Design asp_irq_ctrl, sky130hd; sources not shown.
Figure 1. Placement view.
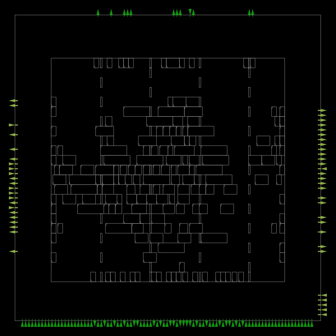
number of filler cells placed in the layout: 440
tap cell instance count: 50
sequential fraction of total cell area: 26.2%
number of sequential storage elements: 18

Figure 2. Cell classes on the final placement.
Fill, decap, tap and diode cells in gray.
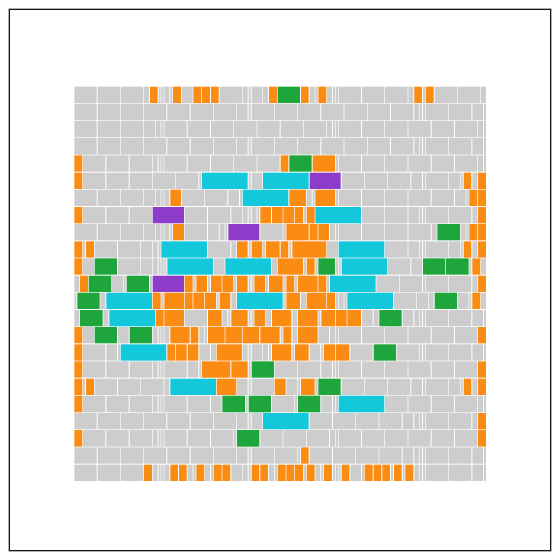
color	class	cells	share of their area
green	remaining buffers and delay cells	22	17%
cyan	registers	18	27%
purple	clock drivers and dummy loads	4	4.2%
orange	remaining logic cells	133	52%
row count: 23
final non-filler cell area: 1380 sq um

==> flow_summary.rst <==
Implementation results
======================

.. list-table::
   :header-rows: 1

   * - Metric
     - Value
   * - Bufs w/o clock
     - 22
   * - Largest Pwr Group
     - sequential cells
   * - Sw power
     - ~210 uW
   * - Number of cells in the yosys synthesis report
     - between 150 and 200
   * - Comb pwr share
     - about 15%
   * - Most repeated cell in the gate-level netlist after synthesis
     - buf_4
   * - Number of multi-input combinational cells
     - roughly 130
   * - Grt peak-use layer
     - met2
   * - Post-synth regs
     - 18
   * - Number of max-capacitance violations reported
     - 0
   * - Sequential cell area fraction in the yosys report
     - about 28%
   * - Buffers inserted by post-CTS timing repair
     - 0
   * - Flop area
     - 360 sq um
   * - Diodes inserted
     - 0
   * - Total standard cell area after synthesis
     - 1290 sq um
   * - Initial antenna violation count
     - 0
   * - Power in sequential cells
     - approximately 400 uW
   * - Total negative slack
     - 0 ns
   * - Number of warnings the tools reported
     - roughly 94
   * - Status
     - complete, no violations
   * - Ratio of cells with drive above 1 in the final layout
     - 6.21%
   * - Count of nets left with antenna violations after detail routing
     - 0
   * - Total wirelength of the detailed-routed design
     - about 2.9 mm
   * - DRC
     - 0
   * - Met3 GRT Util
     - around 4.8%
   * - Cells along the critical path
     - clkdlybuf4s50_1
   * - Endpoint arrival time on the critical path
     - roughly 1.2 ns
   * - Int Power
     - ~630 uW
   * - Overall chip area
     - between 7000 and 8000 sq um
   * - Number of cells traversed by the worst hold path
     - 2
   * - Via count of the first global-routing pass
     - approximately 940
   * - Bufs on Longest Clock Path
     - 2
   * - Post_cts resized
     - 0
   * - CTS H-tree lvls
     - 1
   * - Standby leakage power
     - about 0.00059 uW
   * - I/O Pins
     - approximately 150
   * - Combinational gate area
     - ~650 sq um
   * - Required time worst endpoint
     - approximately 1.5 ns
   * - Standard cell with the maximum stage delay on the critical path
     - clkdlybuf4s50_1
   * - Worst hold slack
     - 0.472 ns
   * - Primary FF master, synth
     - dfxtp_1
   * - Gr ovfl total
     - 0
   * - Number of I/O port buffers
     - 21
-- per-stage QoR --
step / total power, uW / worst slack (ns) / instances / util (%)
after floorplan: 566 / 0.774 / 215 / -
after global placement: 526 / 0.179 / 223 / 32.3
after detailed placement: 529 / 0.146 / 223 / 32.3
after CTS: 849 / 0.268 / 227 / 33.6
after global routing: 880 / 0.209 / 227 / 33.6
final: 846 / 0.281 / 227 / 33.6
-- routing by layer --
metal  share of wire [%]  vias to the layer above
met5                   0                        -
met1                  38                      413
met4                   0                        0
li1                    -                      449
met2                  49                       57
met3                  13                        0
-- cell usage in the layout (no fill, tap or decap) --
cell type | netlist | layout
and3b_1 | 1 | 1
o2111ai_1 | 3 | 3
a31o_2 | 1 | 1
xnor2_1 | 1 | 1
a311o_1 | 1 | 1
a2111oi_2 | 1 | 1
nand4bb_1 | 2 | 2
buf_4 | 63 | 1
nand3b_1 | 5 | 5
nor4bb_1 | 1 | 1
clkbuf_8 | 0 | 4
clkdlybuf4s50_1 | 0 | 21
dfxtp_1 | 18 | 18
inv_1 | 8 | 8
nor2_1 | 2 | 2
conb_1 | 1 | 62
nand2b_1 | 3 | 3
or2b_1 | 1 | 1
nand2_1 | 6 | 6
a21oi_1 | 11 | 11
and4bb_2 | 1 | 1
a311oi_1 | 1 | 1
a32oi_1 | 4 | 4
nor2b_1 | 3 | 3
a221oi_1 | 1 | 1
nand3_1 | 3 | 3
or2_2 | 3 | 3
o21ai_0 | 8 | 8
-- logic make-up (layout without fill, tap and decap cells) --
kind of cell	after synthesis	in the layout	share of synthesized area, %
other	1	62	0.291
XOR/XNOR	1	1	0.680
buffers and inverters	72	34	39.4
flip-flops	18	18	28.0
AND-OR/OR-AND	31	31	16.1
AND/OR/NAND/NOR	31	31	15.5
No activity file was given, so power comes from the tool's default toggle rates.
